`src/rtl/pipe_perf_monitor_if.sv`:
```
// rtl/pipe_perf_monitor_if.sv - control, event and readback bundle for pipe_perf_monitor
interface pipe_perf_monitor_if #(
  parameter int NUM_EVT = 4,
  parameter int CNT_W   = 32,
  parameter int SEL_W   = 4
);
  logic               start_i;
  logic               clear_i;
  logic [NUM_EVT-1:0] evt_i;
  logic [SEL_W-1:0]   rd_sel_i;
  logic [CNT_W-1:0]   rd_data_o;
  logic [CNT_W-1:0]   cycle_o;
  logic [1:0]         state_o;
  logic               done_o;
  logic [NUM_EVT-1:0] ovf_o;

  modport master (
    output start_i, clear_i, evt_i, rd_sel_i,
    input  rd_data_o, cycle_o, state_o, done_o, ovf_o
  );

  modport slave (
    input  start_i, clear_i, evt_i, rd_sel_i,
    output rd_data_o, cycle_o, state_o, done_o, ovf_o
  );
endinterface

```
`src/rtl/pipe_perf_monitor.sv`:
```
// rtl/pipe_perf_monitor.sv - windowed per-event pipeline performance counters
// PERF_SATURATE_EN: counters saturate at all-ones instead of wrapping.
module pipe_perf_monitor #(
  parameter int NUM_EVT   = 4,
  parameter int CNT_W     = 32,
  parameter int MAX_CYCLE = 30,
  parameter int SEL_W     = 4
) (
  input  logic                clk_i,
  input  logic                rst_n_i,
  pipe_perf_monitor_if.slave  bus
);
  typedef enum logic [1:0] {
    S_IDLE = 2'b00,
    S_RUN  = 2'b01,
    S_DONE = 2'b10
  } state_t;

  localparam logic [CNT_W-1:0] CNT_MAX = '1;
  localparam logic [CNT_W-1:0] LIMIT   = CNT_W'(MAX_CYCLE);

  state_t             state_q, state_d;
  logic [CNT_W-1:0]   cnt_q [NUM_EVT];
  logic [CNT_W-1:0]   cycle_q, cycle_inc, rd_mux, rd_q;
  logic [NUM_EVT-1:0] ovf_q;
  logic               count_en;
  logic               done;

`ifdef PERF_SATURATE_EN
  assign cycle_inc = (cycle_q == CNT_MAX) ? cycle_q : cycle_q + CNT_W'(1);
`else
  assign cycle_inc = cycle_q + CNT_W'(1);
`endif

  always_ff @(posedge clk_i or negedge rst_n_i) begin
    if (!rst_n_i) state_q <= S_IDLE;
    else          state_q <= state_d;
  end

  // Auto-stop compares the post-increment cycle so the final edge still counts.
  always_comb begin
    state_d = state_q;
    if (bus.clear_i) begin
      state_d = S_IDLE;
    end else begin
      case (state_q)
        S_IDLE: if (bus.start_i) state_d = S_RUN;
        S_RUN: begin
          if (!bus.start_i)
            state_d = S_IDLE;
          else if (MAX_CYCLE != 0 && cycle_inc == LIMIT)
            state_d = S_DONE;
        end
        S_DONE:  state_d = S_DONE;
        default: state_d = S_IDLE;
      endcase
    end
  end

  always_comb begin
    count_en = (state_q == S_RUN) && bus.start_i;
    done     = (state_q == S_DONE);
  end

  always_comb begin
    rd_mux = '0;
    for (int k = 0; k < NUM_EVT; k++)
      if (bus.rd_sel_i == SEL_W'(k)) rd_mux = cnt_q[k];
  end

  always_ff @(posedge clk_i or negedge rst_n_i) begin
    if (!rst_n_i) begin
      cycle_q <= '0;
      rd_q    <= '0;
      ovf_q   <= '0;
      for (int k = 0; k < NUM_EVT; k++) cnt_q[k] <= '0;
    end else if (bus.clear_i) begin
      cycle_q <= '0;
      rd_q    <= '0;
      ovf_q   <= '0;
      for (int k = 0; k < NUM_EVT; k++) cnt_q[k] <= '0;
    end else begin
      rd_q <= rd_mux;
      if (count_en) begin
        cycle_q <= cycle_inc;
        for (int k = 0; k < NUM_EVT; k++) begin
          if (bus.evt_i[k]) begin
            if (cnt_q[k] == CNT_MAX) ovf_q[k] <= 1'b1;
`ifdef PERF_SATURATE_EN
            if (cnt_q[k] != CNT_MAX) cnt_q[k] <= cnt_q[k] + CNT_W'(1);
`else
            cnt_q[k] <= cnt_q[k] + CNT_W'(1);
`endif
          end
        end
      end
    end
  end

  assign bus.rd_data_o = rd_q;
  assign bus.cycle_o   = cycle_q;
  assign bus.state_o   = state_q;
  assign bus.done_o    = done;
  assign bus.ovf_o     = ovf_q;
endmodule

```
`src/flat_wrapper.sv`:
```
// flat-port wrapper written by rule: the top's interface ports become plain ports
module pipe_perf_monitor_flat 
#(
  parameter int NUM_EVT   = 4,
  parameter int CNT_W     = 32,
  parameter int MAX_CYCLE = 30,
  parameter int SEL_W     = 4
)
  (clk_i, rst_n_i, bus_start_i, bus_clear_i, bus_evt_i, bus_rd_sel_i, bus_rd_data_o, bus_cycle_o, bus_state_o, bus_done_o, bus_ovf_o);
  pipe_perf_monitor_if #(.NUM_EVT(NUM_EVT), .CNT_W(CNT_W), .SEL_W(SEL_W)) bus_i ();
  input  logic clk_i;
  input  logic rst_n_i;
  input wire logic [$bits(bus_i.start_i)-1:0] bus_start_i;
  input wire logic [$bits(bus_i.clear_i)-1:0] bus_clear_i;
  input wire logic [$bits(bus_i.evt_i)-1:0] bus_evt_i;
  input wire logic [$bits(bus_i.rd_sel_i)-1:0] bus_rd_sel_i;
  output wire logic [$bits(bus_i.rd_data_o)-1:0] bus_rd_data_o;
  output wire logic [$bits(bus_i.cycle_o)-1:0] bus_cycle_o;
  output wire logic [$bits(bus_i.state_o)-1:0] bus_state_o;
  output wire logic [$bits(bus_i.done_o)-1:0] bus_done_o;
  output wire logic [$bits(bus_i.ovf_o)-1:0] bus_ovf_o;
  assign bus_i.start_i = bus_start_i;
  assign bus_i.clear_i = bus_clear_i;
  assign bus_i.evt_i = bus_evt_i;
  assign bus_i.rd_sel_i = bus_rd_sel_i;
  assign bus_rd_data_o = bus_i.rd_data_o;
  assign bus_cycle_o = bus_i.cycle_o;
  assign bus_state_o = bus_i.state_o;
  assign bus_done_o = bus_i.done_o;
  assign bus_ovf_o = bus_i.ovf_o;
  pipe_perf_monitor #(.NUM_EVT(NUM_EVT), .CNT_W(CNT_W), .MAX_CYCLE(MAX_CYCLE), .SEL_W(SEL_W)) u_core (.clk_i(clk_i), .rst_n_i(rst_n_i), .bus(bus_i));
endmodule
```
`config.mk`:
```
export PLATFORM = sky130hd
export DESIGN_NAME = pipe_perf_monitor_flat
export DESIGN_NICKNAME = d
export VERILOG_FILES = /design/src/rtl/pipe_perf_monitor_if.sv /design/src/rtl/pipe_perf_monitor.sv /design/src/flat_wrapper.sv
export SDC_FILE = /design/constraint.sdc
export NUM_CORES = 1
export LEC_CHECK = 0
export ABC_AREA = 1
export CAP_MARGIN = 10
export CORE_MARGIN = 2
export CORE_UTILIZATION = 60
export DETAILED_ROUTE_END_ITERATION = 6
export HOLD_SLACK_MARGIN = 0.05
export PLACE_DENSITY = 0.92
export SETUP_SLACK_MARGIN = 0.02
export SYNTH_ARGS = -nofsm -noshare
export SYNTH_HDL_FRONTEND = slang
export SYNTH_SLANG_ARGS = --single-unit
```
`constraint.sdc`:
```
create_clock -name clk_i -period 2.8 [get_ports clk_i]
set_clock_uncertainty 0.2 [all_clocks]
set_input_delay 0.56 -clock clk_i [delete_from_list [all_inputs] [get_ports clk_i]]
set_output_delay 0.56 -clock clk_i [all_outputs]
set_load 0.02 [all_outputs]
```
Run 1, clock wiring as the flow saved it:
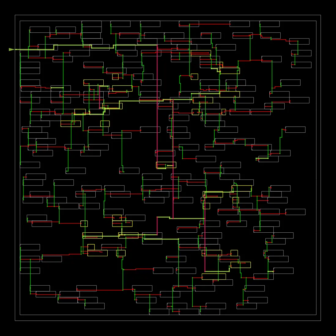
total clock buffers created by CTS: 17
clock network latency to the later pin of the worst-skew pair: 450 ps
final-layout clock buffer total: 19

Run 1, clock network drawn from the DEF:
The bar under the picture is 50 µm long.
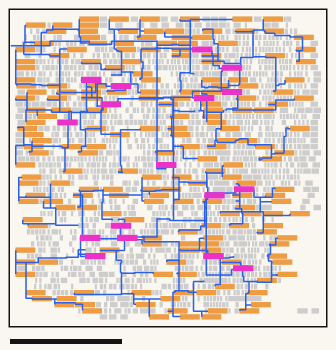
[flip-flops] orange | count: 198
[cells driving clock nets] magenta | count: 17
[clock wires] blue | length: 2520 µm
flops lie	spread over the die

==> summary.txt, run 1 <==
yosys + openroad results -> most frequently used flop master after synthesis dfrtp_1, final wirelength 34800 µm, combined area of the multi-input logic cells 5350 µm², post-layout net count 1682, buffer share of cell area 0.100, number of failing hold endpoints at the final stage 0, Yosys top cell by instances nand2_1, chip width 141 µm, minimum setup slack in the final design 187 ps, Synthesized Nets 1562, proportion of synthesized area in mux cells 0, Max-slew headroom 0.579, cell area after technology mapping 11300 µm², origin of the worst min-delay path u_core.cnt_q[21]$_DFFE_PN0P_, Biggest Area Class multi-input combinational cells, number of placed I/O pins 83, overall chip area 20000 µm², count of buffers from port buffering 82, count of final setup violators 0, final std cells w/o fill 1911, reported leakage power 0.00562 µW, number of warning messages in the logs 27, routability cong. 1.00, most common cell after layout, fill and taps aside nand2_1, sum of met3 wire segment lengths after detailed routing 2980 µm, total global-route track usage 0.355, starting DRC count in detailed routing 1262, time the worst path needs with I/O delays and setup 2610 ps, yosys warning tally 0, Gates resized, CTS repair 0, non-clock inverter count in the final layout 233, post-layout period usage of the worst path 0.933, classification of the worst setup path reg2reg, HPWL after detailed placement 25100 µm, R2R depth 15, number of placement rows 50, synth unique cells 45, worst path arrival time 2800 ps, flop2flop setup slack 190 ps, highest metal layer with signal wires met5, Clk pin slew, worst setup/hold paths 80 ps, final-report max-slew violation count 0, number of setup buffers added after CTS 0, clk root buf clkbuf_16, detailed-routing wirelength on met1 14100 µm, synthesized-area fraction occupied by adder cells 0.00662, critical path startpoint category flop, Hold Path Cell Cnt 1, initial antenna violation count 1, Routed met2 length 16000 µm, post-route worst hold slack 277 ps, logic gate fraction of the total cell area 0.399, cell taking the most area after synthesis dfrtp_1, RSZ-0062 raised after global routing no, global-route wire length before repair 55900 µm, fraction of layout instances using a drive strength above 1 0.0853, Layout fillers 1441, XOR/XNOR Area Share 0.00927, pwr/cell area 433 nW/µm², run status complete, no violations, Post-synth top cells nand2_1, inv_1, dfrtp_1, total global routing overflow 0, capture instance of the worst register-to-register path u_core.bus.state_o[1]$_DFFE_PN0P_, transition time at the pin with the least slew margin 625 ps, register share of the cell area 0.370
Run 1, cells by drive strength:
The bar under the picture is 50 µm long.
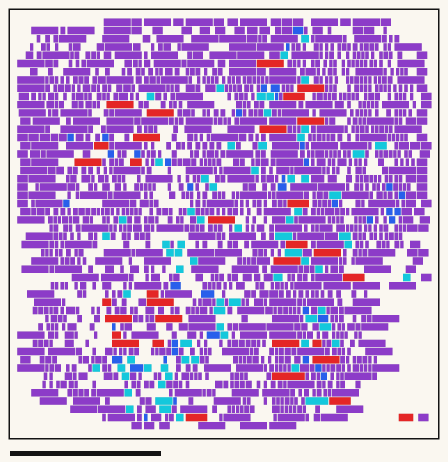
size	colour	cells	most used
drive 6 and up	red	32	clkbuf_16
drive 3 to 4	cyan	71	buf_4
drive 2	blue	40	nor2_2
drive 1 or less	purple	1534	nand2_1

==> run 1: worst max-delay path: stages, from the launching register on <==
cell and delay [ps]:
dfrtp_1 460, ha_1 260, nand2_2 80, nor2_4 210, nand2_2 150, nor2_1 270
nand2_1 80, nand2_1 90, nand2_1 50, nor2_1 130, nand2_1 70, nor2_1 150
nand3_1 100, nand2_1 100, nand2_1 60, nor2_1 80
==> run 1: report_power, final <==
| part | switching [µW] | total, µW | internal, µW |
|---|---|---|---|
| sequential | 13.6 | 2890 | 2880 |
| combinational | 275 | 399 | 125 |
| clock | 1220 | 2500 | 1280 |
| total | 1510 | 5800 | 4290 |
==> run 1: per-layer routing <==
metal	vias up	track usage
li1	5372	-
met1	5377	0.473
met2	664	0.563
met3	126	0.0624
met4	2	0.177
met5	-	0
Run 1, sequential cells coloured by netlist name:
The bar under the picture is 50 µm long. Other sequential cells in the stronger grey, the rest of the logic in the fainter grey.
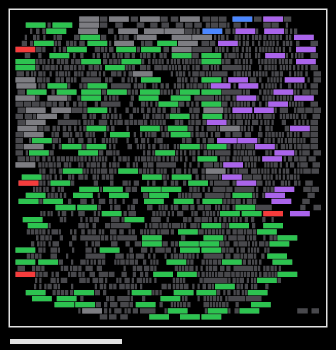

--- run 2 (diff from run 1) ---
Clock period 2.8 ns to 2.6 ns, I/O delays scaled along.
Run 2, sequential cells coloured by netlist name:
The bar under the picture is 50 µm long. Other sequential cells in the stronger grey, the rest of the logic in the fainter grey.
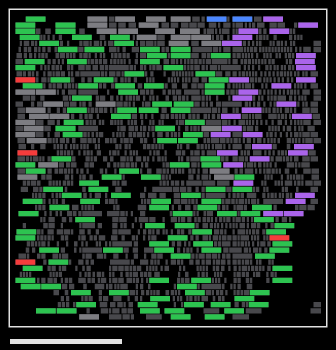
netlist name	colour	sequential cells
u_core.bus.cycle_o	purple	32
u_core.bus.ovf_o	red	4
u_core.cnt_q	green	128
u_core.bus.state_o	blue	2
not coloured	32

==> run 2 against run 1 <==
Against the previous run:
- cell count is 1.5% higher
- first-iteration DRC count down 0.87%
- global-route usage is 0.72 points higher
- cell area is 1.9% higher
- highest routed layer is now met4
- synthesized area is the same
- via count increased by 0.97%
==> summary.txt, run 2 <==
yosys + openroad results -> run status complete, no violations, number of placement rows 50, HPWL after detailed placement 25700 µm, count of cell instances traversed by the critical path 2, cell taking the most area after synthesis dfrtp_1, yosys warning tally 0, global-route met3 utilization 0.0564, Max-slew headroom 0.605, fraction of layout instances using a drive strength above 1 0.102, total global-route track usage 0.362, most frequently used flop master after synthesis dfrtp_1, number of setup buffers added after CTS 0, Synthesized Nets 1562, routability cong. 1.03, timing startpoint of the critical path u_core.bus.state_o[0]$_DFFE_PN0P_, met1 usage in global routing 0.481, most common cell after layout, fill and taps aside nand2_1, Yosys top cell by instances nand2_1, count of buffers from port buffering 82, Hold Path Cell Cnt 1, synthesized-area fraction occupied by adder cells 0.00662, cell area after technology mapping 11300 µm², final-report max-slew violation count 0, Post-synth top cells nand2_1, inv_1, dfrtp_1, flop2flop setup slack 220 ps, largest driver fanout on the critical path 4, Max stage delay on crit path 620 ps, final wirelength 35100 µm, cell breakdown of the critical path nor2_1 > clkdlybuf4s50_1, clock network latency to the later pin of the worst-skew pair 450 ps, sum of met3 wire segment lengths after detailed routing 3080 µm, Gates resized, CTS repair 0, classification of the worst setup path reg2out, time the worst path needs with I/O delays and setup 2400 ps, post-layout period usage of the worst path 0.922, cell with the biggest individual delay on the critical path clkdlybuf4s50_1, GRT Max-Usage Layer met2, critical path startpoint category flop, proportion of synthesized area in mux cells 0, Non-Filler Cell Area, Final 13600 µm², combined buffer and inverter count along the critical path 1, family with the most delay on the worst path buffers and inverters, synth unique cells 45, met2 GRT Util 0.589, number of warning messages in the logs 27, RSZ-0062 raised after global routing no, Routed met2 length 16600 µm, total global routing overflow 0, final std cells w/o fill 1939, capture instance of the worst register-to-register path u_core.cnt_q[26]$_DFFE_PN0P_, Layout fillers 1441, post-route worst hold slack 276 ps, reported leakage power 0.00576 µW, global-route wire length before repair 56900 µm, XOR/XNOR Area Share 0.00927, chip width 141 µm, total clock buffers created by CTS 17, initial antenna violation count 0, combined area of the multi-input logic cells 5360 µm², count of final setup violators 0, pwr/cell area 459 nW/µm², overall chip area 20000 µm², transition time at the pin with the least slew margin 592 ps, R2R depth 9, drt first pass iters 6, pre-placement core utilization 0.608, detailed-routing wirelength on met1 13900 µm, Clk pin slew, worst setup/hold paths 90 ps, core utilization of the finished layout 0.731, worst path arrival time 1680 ps
Run 2, clock wiring as the flow saved it:
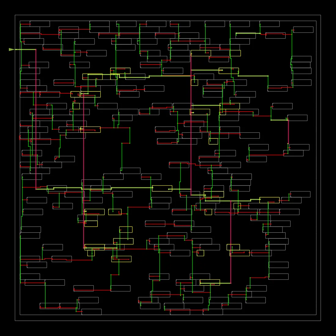
final-layout clock buffer total: 18
total number of clock tree sinks: 198
clock network power consumption: 2690 µW
final sequential cell count: 198

run 2: netlist changes by cell type in the layout (fill, tap and decap cells not counted), sizes merged:
cell / delta
buf: +28
clkinv: +3
bufinv: -1
clkbuf: -1
clkinvlp: -1
run 2: area by class of cell:
cell class,count,share of cell area
Clock buffer,18,0.0322
Multi-Input combinational cell,1073,0.393
Timing Repair Buffer,169,0.115
Sequential cell,198,0.363
Inverter,233,0.0641
Clock inverter,14,0.0115
Tap cell,234,0.0215
run 2: where the power goes:
group          internal (µW)  switching (µW)  total (µW)
Clock                   1310            1380        2690
Combinational            148             297         445
Sequential              3100            16.5        3120
Total                   4560            1690        6250
No activity file was given, so power comes from the tool's default toggle rates.
